--- src/rtl/ysyx_22040759_axi_arbiter.sv ---
// ysyx_22040759_axi_arbiter: shares the single AXI rw bridge
// between the fetch (if_*) and data-memory (mem_*) requesters.
module ysyx_22040759_axi_arbiter #(
    parameter int STARVE_LIMIT = 4,
    parameter int AW           = 64
) (
    input  logic          clk,
    input  logic          rst,

    input  logic          if_valid,
    input  logic [AW-1:0] if_addr,
    input  logic [1:0]    if_size,
    output logic          if_ready,
    output logic [63:0]   if_data_read,
    output logic [1:0]    if_resp,

    input  logic          mem_valid,
    input  logic          mem_req,
    input  logic [AW-1:0] mem_addr,
    input  logic [1:0]    mem_size,
    input  logic [63:0]   mem_wdata,
    input  logic [7:0]    mem_wmask,
    output logic          mem_ready,
    output logic [63:0]   mem_data_read,
    output logic [1:0]    mem_resp,

    output logic          rw_valid,
    output logic          rw_req,
    output logic [AW-1:0] rw_addr,
    output logic [1:0]    rw_size,
    output logic [63:0]   rw_wdata,
    output logic [7:0]    rw_wmask,
    input  logic          rw_ready,
    input  logic [63:0]   rw_data_read,
    input  logic [1:0]    rw_resp
);

    typedef enum logic [1:0] {
        IDLE,
        GNT_IF,
        GNT_MEM
    } state_t;

    localparam logic [3:0] LIMIT = 4'(STARVE_LIMIT);

    state_t     state;
    state_t     state_nxt;
    logic [3:0] starve_cnt;
    logic [3:0] starve_nxt;

    logic       tie;
    logic       pick_if;
    logic       pick_mem;
    logic       if_done;
    logic       mem_done;

    // Winner selection in IDLE: MEM wins ties until IF has lost LIMIT ties
    always_comb begin
        tie      = if_valid && mem_valid;
        pick_if  = if_valid && (!mem_valid || (starve_cnt == LIMIT));
        pick_mem = mem_valid && !pick_if;
    end

    // Next-state logic: grant from IDLE, release on bridge completion
    always_comb begin
        state_nxt = state;
        unique case (state)
            IDLE: begin
                if (pick_if) begin
                    state_nxt = GNT_IF;
                end else if (pick_mem) begin
                    state_nxt = GNT_MEM;
                end
            end
            GNT_IF, GNT_MEM: begin
                if (rw_ready) begin
                    state_nxt = IDLE;
                end
            end
            default: state_nxt = IDLE;
        endcase
    end

    // Starvation counter: counts ties lost by IF, cleared by any IF win
    always_comb begin
        starve_nxt = starve_cnt;
        if (state == IDLE) begin
            if (pick_if) begin
                starve_nxt = '0;
            end else if (tie && (starve_cnt < LIMIT)) begin
                starve_nxt = starve_cnt + 4'd1;
            end
        end
    end

    // State and starvation counter registers
    always_ff @(posedge clk or posedge rst) begin
        if (rst) begin
            state      <= IDLE;
            starve_cnt <= '0;
        end else begin
            state      <= state_nxt;
            starve_cnt <= starve_nxt;
        end
    end

    // Registered bridge request: loaded on grant, held until completion
    always_ff @(posedge clk or posedge rst) begin
        if (rst) begin
            rw_valid <= 1'b0;
            rw_req   <= 1'b0;
            rw_addr  <= '0;
            rw_size  <= '0;
            rw_wdata <= '0;
            rw_wmask <= '0;
        end else if (state == IDLE) begin
            if (pick_if) begin
                rw_valid <= 1'b1;
                rw_req   <= 1'b0;
                rw_addr  <= if_addr;
                rw_size  <= if_size;
                rw_wdata <= '0;
                rw_wmask <= '0;
            end else if (pick_mem) begin
                rw_valid <= 1'b1;
                rw_req   <= mem_req;
                rw_addr  <= mem_addr;
                rw_size  <= mem_size;
                rw_wdata <= mem_wdata;
                rw_wmask <= mem_wmask;
            end
        end else if (rw_ready) begin
            rw_valid <= 1'b0;
        end
    end

    // Completion is routed only to a granted requester still asking
    always_comb begin
        if_done  = (state == GNT_IF) && rw_ready && if_valid;
        mem_done = (state == GNT_MEM) && rw_ready && mem_valid;
    end

    // Response steering: non-granted outputs stay zero
    always_comb begin
        if_ready      = 1'b0;
        if_data_read  = '0;
        if_resp       = '0;
        mem_ready     = 1'b0;
        mem_data_read = '0;
        mem_resp      = '0;
        unique case (1'b1)
            if_done: begin
                if_ready     = 1'b1;
                if_data_read = rw_data_read;
                if_resp      = rw_resp;
            end
            mem_done: begin
                mem_ready     = 1'b1;
                mem_data_read = rw_data_read;
                mem_resp      = rw_resp;
            end
            default: ;
        endcase
    end

endmodule

--- config.mk ---
export PLATFORM = sky130hd
export DESIGN_NAME = ysyx_22040759_axi_arbiter
export DESIGN_NICKNAME = d
export VERILOG_FILES = /design/src/rtl/ysyx_22040759_axi_arbiter.sv
export SDC_FILE = /design/constraint.sdc
export NUM_CORES = 1
export LEC_CHECK = 0
export ABC_AREA = 1
export CORE_AREA = 2 2 215 217
export CTS_CLUSTER_SIZE = 30
export DETAILED_ROUTE_END_ITERATION = 8
export DIE_AREA = 0 0 217 219
export PLACE_DENSITY = 0.57
export SYNTH_ARGS = -nofsm -noshare
export SYNTH_HDL_FRONTEND = slang
export SYNTH_SLANG_ARGS = --single-unit
--- constraint.sdc ---
create_clock -name clk -period 6 [get_ports clk]
set_input_delay 0.9 -clock clk [delete_from_list [all_inputs] [get_ports clk]]
set_output_delay 0.9 -clock clk [all_outputs]
set_load 0.005 [all_outputs]
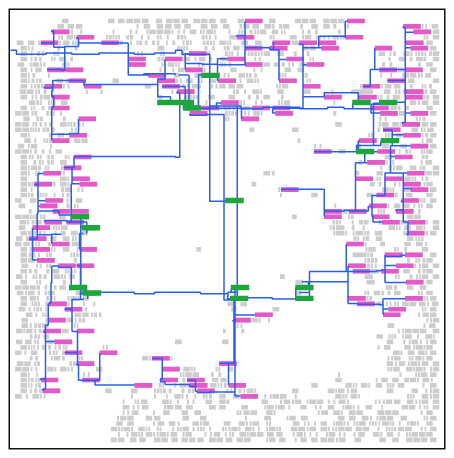
Fig. 1. Routed clock nets over the placement (run 1).
(2 px per um)
[flip-flops] magenta | count: 146
[cells driving clock nets] green | count: 17
[clock wires] blue | length: 2,670 um
routed clock nets	18
flops lie	widely spread
power drawn by the clock network: 1070 uW
clock network fraction of design power: 0.202
Layout Skew: 0.0117 ns

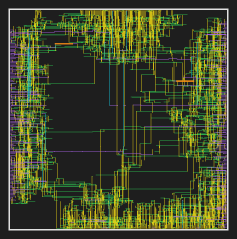
Fig. 2. Metal layers overlaid (run 1).
(1 px per um)
layer	colour	wire length
met5	orange	33.1 um
met4	cyan	800 um
met3	purple	3,110 um
met2	yellow	16,700 um
met1	green	13,700 um

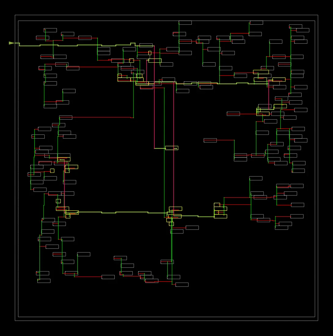
Fig. 3. Clock routing (run 1).
number of buffers added by the clock tree synthesis step: 17
count of clock buffers in the final design: 17

[run 1: registers in the layout (all words and copies together), names as in the netlist]
signal,cells
starve_cnt,4
rw_valid,1
rw_wdata,64
state,2
rw_size,2
rw_req,1
rw_wmask,8
rw_addr,64
[run 1: cell usage after synthesis]
| library cell | count | area [um2] |
|---|---|---|
| nand2_1 | 354 | 1330 |
| inv_1 | 210 | 788 |
| nand3_1 | 210 | 1050 |
| dfrtp_1 | 146 | 3650 |
| nor2_1 | 134 | 503 |
| buf_2 | 48 | 240 |
| clkbuf_1 | 11 | 41.3 |
| buf_4 | 10 | 75.1 |
| ha_1 | 5 | 62.6 |
| o21ai_0 | 5 | 25.0 |
| buf_1 | 4 | 15.0 |
| a21oi_1 | 3 | 15.0 |
| nor2_4 | 2 | 22.5 |
| buf_6 | 1 | 11.3 |
| inv_2 | 1 | 3.75 |
| nand2_2 | 1 | 6.26 |
| o22ai_1 | 1 | 6.26 |
| xor2_1 | 1 | 8.76 |
[run 1: power by group through the flow]
stage / Sequential (uW) / Clock [uW] / Combinational [uW]
final: 1700 / 1070 / 2540
after detailed placement: 1700 / 0 / 2580
after global placement: 1700 / 0 / 2570
after CTS: 1700 / 1130 / 2590
after global routing: 1760 / 1170 / 2810
after floorplan: 1730 / 0 / 995
[run 1: cells by family after synthesis]
family	share of synthesized area
and+or+nand+nor	0.371
buffers and inverters	0.150
DFF	0.465
AOI/OAI and AO/OA	0.00589
adders and majority gates	0.00796
xor gates and xnor gates	0.00111
[run 1: critical path, delay by kind of cell]
kind / cells / cell delay (ns)
buffers and inverters: 3 / 1.49
AND/OR/NAND/NOR: 2 / 0.47
==> results.txt, run 1 <==
Figures from the implementation reports.

- The run finished with clean final reports.
- The number of buffers inserted by post-CTS setup repair reads 0.
- Counting only logic cells after layout, the most numerous master is clkdlybuf4s50_1.
- The sequential-to-total area share from yosys stat is 0.465.
- The post-route fraction of the period consumed by the critical path reads 0.627.
- The net switching power is 1960 uW.
- The synthesized cell area reads ~7900 um2.
- The endpoint required time on the critical path reads a little over 5 ns.
- The wire length per cell reads roughly 15 um.
- The sequential share of power reads 0.320.
- The total number of nets in the final design is 1,934.
- The number of antenna diodes is 0.
- The met2 track utilization from global routing is 0.241.
- The height of the chip reads about 220 um.
- The length of routed met2 wiring is around 17 mm.
- The tap cell count is about 600.
- In this run the worst setup path begins at rw_ready.
- The number of optimization iterations in the first detailed-route pass is 5.
- The kind of end point of the critical path reads an output pin.
- The endpoint of the lowest-slack register-to-register path reads rw_addr[56].
- The clock buffer and inverter area fraction after layout reads 0.0395.
- The average footprint of a synthesized cell reads 6.85 um2.
- The final critical-path required period reads 3.76 ns.
- The count of hold-fix buffers inserted at cts is 0.
- The number of instances in the placed design is approximately 2.2k.
- The floorplan step defined a core boundary enclosing about 45,000 um2.
- The final setup violation count is 0.
- The maximum single-stage delay on the critical path reads between 0.6 and 0.7 ns.
- The area growth from synthesis to layout reads 83.4%.
- Warnings reported by Yosys during synthesis add up to 0.
- Once synthesis finished, the tally of register bits stood at about 150.
- The timing report shows the most common cell along the critical path to be clkdlybuf4s50_1.
- The number of maximum-capacitance constraint violations is 0.
- Hold timing on the final database bottoms out at a slack of ~0.48 ns.
- The internal power consumption reads roughly 3400 uW.
- The number of DRC markers in iteration 0 reads between 400 and 500.
- Adding up every negative setup slack in the final design gives 0 ns.
- The skew report gives the latency at the later pin of the worst-skew pair as between 0.4 and 0.5 ns.
- The reg-to-reg critical path startpoint is starve_cnt[0].
- The report lists the power per cell area as approximately 370 nW/um2.
- TritonCTS built the clock tree.
- The worst setup path endpoint is mem_data_read[34].
- For this run, the share of the core covered by cells in the final layout is 0.320.
Fig. 4: run 1, signal wires on met3
(2 px per um)
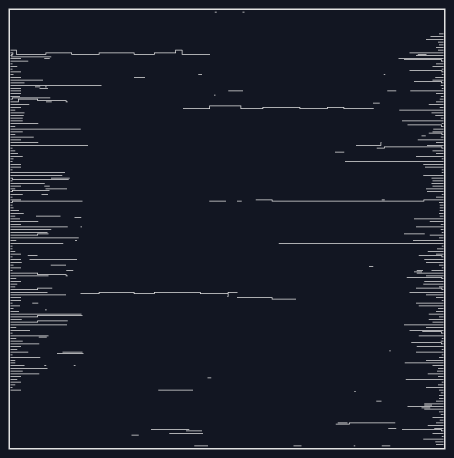

==> run 1 -> run 2 <==
- clock period: 6 -> 3.5 ns (I/O delays scaled with it)
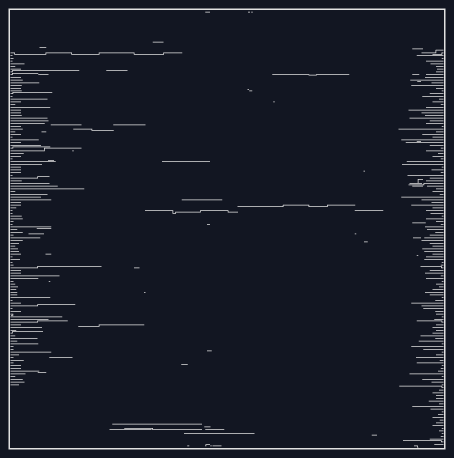
Fig. 5. Signal wires on met3 (run 2).
(2 px per um)
share of all routed wire	8.1%
longest straight run	44.6 um
main direction	horizontal
vias: 8,970
routing usage on met3: 0.0417
final routed wirelength across all metal layers: 34.1 mm

==> results.txt, run 2 <==
Figures from the implementation reports.

- The worst setup path is captured at an output pin.
- The flow ran to the end, and the final reports show no timing, DRC or antenna violations.
- The height of the chip is 219 um.
- Relative to the synthesized area, the layout overhead comes to 85.8%.
- The number of maximum-capacitance constraint violations reads 0.
- The CTS tree reads built.
- The count of hold-fix buffers inserted at cts is 0.
- The total negative slack for setup checks is 0 ns.
- Once iteration 0 of detailed routing completed, the report listed around 500 DRC markers.
- The sequential-to-total area share from yosys stat is 0.465.
- The script logs the mean routed wire length per placed instance as between 15 and 20 um.
- The smallest clock period supported by the final layout is computed as approximately 2.7 ns.
- The area share of the largest cell type after synthesis is 0.465.
- Ranked by total cell area, the synthesized netlist is headed by dfrtp_1 46%, nand2_1 17%, nand3_1 13%.
- The synthesized cell area is ~8000 um2.
- Of the available clock period, the critical path in the final layout requires 0.784.
- The warning tally printed by Yosys for this design is 0.
- Post-CTS timing repair inserted 0 buffers for setup.
- The largest registers in the layout are rw_addr (64), rw_wdata (64), rw_wmask (8).
- For reference, the top cells by count after synthesis are 354 x nand2_1, 210 x inv_1, 210 x nand3_1.
- The number of clock buffers added by TritonCTS is 17.
- The length of routed met2 wiring reads between 15 and 20 mm.
- The last timing report of the flow puts the setup violation total at 0.
- The total number of nets in the final design reads slightly below 2k.
- At the worst endpoint, the required time is 2.97 ns.
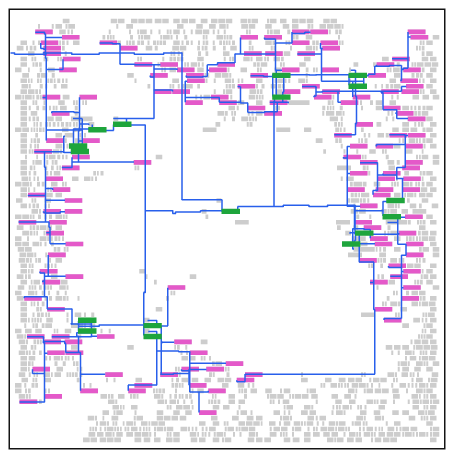
Fig. 6. Routed clock nets over the placement (run 2).
(2 px per um)
[clock wires] blue | length: 2,590 um
[flip-flops] magenta | count: 146
[cells driving clock nets] green | count: 17
routed clock nets	18
flops lie	widely spread
clock network fraction of design power: 0.214
power drawn by the clock network: 1990 uW

## run 2: cell count changes in the layout (fill, tap and decap cells not counted), moves of 2 or more
cell,change
inv_6,-2
buf_12,+8
clkbuf_1,+3
inv_8,-3
bufinv_16,+3
buf_4,-4
## run 2: final timing paths
path / startpoint / endpoint / slack [ns] / cells after the start
worst min register to register: rw_addr[0] / rw_addr[0] / 0.48 / 2
min in group asynchronous: rst / rw_wdata[55] / 0.50 / 2
max in group asynchronous: rst / rw_addr[14] / 2.24 / 3
worst max-delay path: rw_ready / if_data_read[59] / 0.75 / 5
worst min-delay path: rw_addr[0] / rw_addr[0] / 0.48 / 2
worst max register to register: state[0] / rw_wdata[46] / 1.52 / 7
## run 2: kinds of logic after synthesis
group / after synthesis / synth area share
simple gates: 701 / 0.371
flops: 146 / 0.465
xor+xnor: 1 / 0.00111
fa+ha+maj: 5 / 0.00796
buf+inv: 285 / 0.150
compound gates: 9 / 0.00589
## run 2: critical path: stages
cell,delay [ns]
clkdlybuf4s50_1,0.60
nand3_2,0.15
buf_12,0.21
nor2_1,0.12
clkdlybuf4s50_1,0.58
## run 2: cell type report
cell class              count  area [um2]  area share
diodes                      1        2.50    0.000171
clock buffers              21         450      0.0309
clock inverters            11         175      0.0120
well taps                 600         751      0.0514
repair buffers            565        5720       0.392
multi-input cells         716        3050       0.209
inverters                 211         798      0.0547
flip-flops and latches    146        3650       0.250
## run 2: where the power goes
group / total [uW] / switching (uW) / internal (uW)
logic: 4400 / 2080 / 2320
clock network: 1990 / 773 / 1220
registers: 2920 / 435 / 2480
total: 9310 / 3280 / 6020
Fig. 7: run 2, clock routing
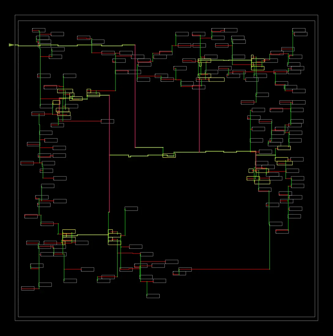

==> run 2 -> run 3 <==
- clock period: 3.5 -> 2.8 ns (I/O delays scaled with it)
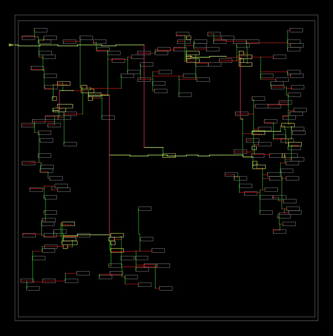
Fig. 8. Clock routing (run 3).
clock sink total: 146
power drawn by the clock network: 2380 uW
Latency at later pin: 0.44 ns

==> results.txt, run 3 <==
Figures from the implementation reports.

- Per STA, the worst path accumulates the most delay in the family buffers and inverters.
- The run finished with clean final reports.
- Switching power as a fraction of the total was reported as 0.360.
- The net switching power in the latest report is around 4200 uW.
- The area growth from synthesis to layout is 86.7%.
- The number of buffers inserted by post-CTS setup repair reads 0.
- After routing, the total negative slack on setup checks comes to 0 ns.
- After the last flow step, the layout net total stands at between 1.5k and 2k.
- Post-route period utilization is reported as 0.932.
- The share of total power dissipated in sequential elements is 0.313.
- The maximum single-stage delay on the critical path reads ~0.53 ns.
- The count of hold-fix buffers inserted at cts is 0.
- The number of buffers and inverters on the critical path is 3.
- During synthesis, Yosys emitted a total of 0 warnings.
- In the final layout, the multi-input gates occupy 3050 um2.
- The power density relative to cell area reads 792 nW/um2.
- The dominant logic cell type in the layout is clkdlybuf4s50_1.
- Per STA, the worst path is made up of inv_1, ha_1, nand3_2, buf_12, nor2_1, clkdlybuf4s50_1.
- The number of instances in the placed design is around 2.2k.
- From the final report, the count of setup violators was given as 0.
- The total number of vias reads roughly 9.0k.
- The number of optimization iterations in the first detailed-route pass is 5.
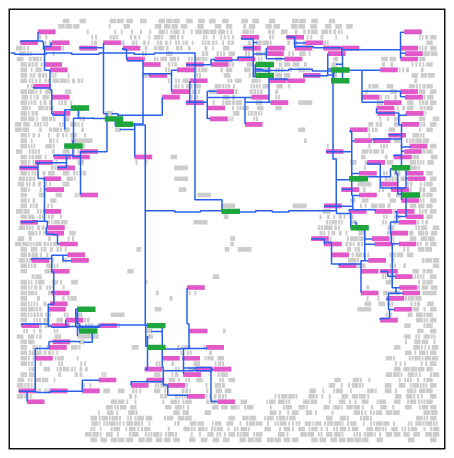
Fig. 9. Routed clock nets over the placement (run 3).
(2 px per um)
[cells driving clock nets] green | count: 17
[clock wires] blue | length: 2,510 um
[flip-flops] magenta | count: 146
flops lie	widely spread
Layout Skew: 0.00860 ns
clock network fraction of design power: 0.205

-- run 3: cell count changes in the layout (fill, tap and decap cells not counted) --
cell / previous run / this run
buf_12: 9 / 12
buf_4: 7 / 12
bufinv_16: 4 / 2
clkbuf_1: 3 / 0
clkbuf_8: 1 / 0
clkinv_4: 1 / 5
clkinvlp_4: 3 / 2
inv_6: 3 / 4
inv_8: 0 / 2
-- run 3: routing by layer --
metal  vias up  global-route usage  wire [um]
met3        37              0.0437       2670
met2       354               0.233      16200
met1      4125               0.168      14300
met4         4              0.0537        820
li1       4439                   -          -
met5         -                   0         30
-- run 3: cell type report --
type / instances / area share
Clock inverter: 15 / 0.0119
Timing Repair Buffer: 573 / 0.397
Sequential cell: 146 / 0.249
Antenna cell: 1 / 0.000171
Tap cell: 600 / 0.0512
Clock buffer: 17 / 0.0290
Multi-Input combinational cell: 716 / 0.208
Inverter: 211 / 0.0544
-- run 3: kinds of logic (layout without fill, tap and decap cells) --
| kind of cell | count (synthesis) | after routing | synth area share |
|---|---|---|---|
| and+or+nand+nor | 701 | 701 | 0.371 |
| adders and majority gates | 5 | 5 | 0.00796 |
| DFF | 146 | 146 | 0.465 |
| AOI/OAI and AO/OA | 9 | 9 | 0.00589 |
| other | 0 | 1 | 0 |
| buffers and inverters | 285 | 816 | 0.150 |
| xor gates and xnor gates | 1 | 1 | 0.00111 |
-- run 3: worst paths after layout --
check / startpoint / depth (start not counted) / to / slack [ns]
setup / recovery: state[0] / 6 / mem_data_read[19] / 0.19
hold / removal: if_valid / 4 / starve_cnt[3] / 0.43
setup reg to reg: starve_cnt[0] / 8 / rw_wdata[46] / 0.94
hold reg to reg: rw_addr[12] / 2 / rw_addr[12] / 0.48
max in group asynchronous: rst / 3 / rw_wdata[6] / 1.59
min in group asynchronous: rst / 2 / rw_wdata[58] / 0.44
Power and IR drop assume default switching activity.
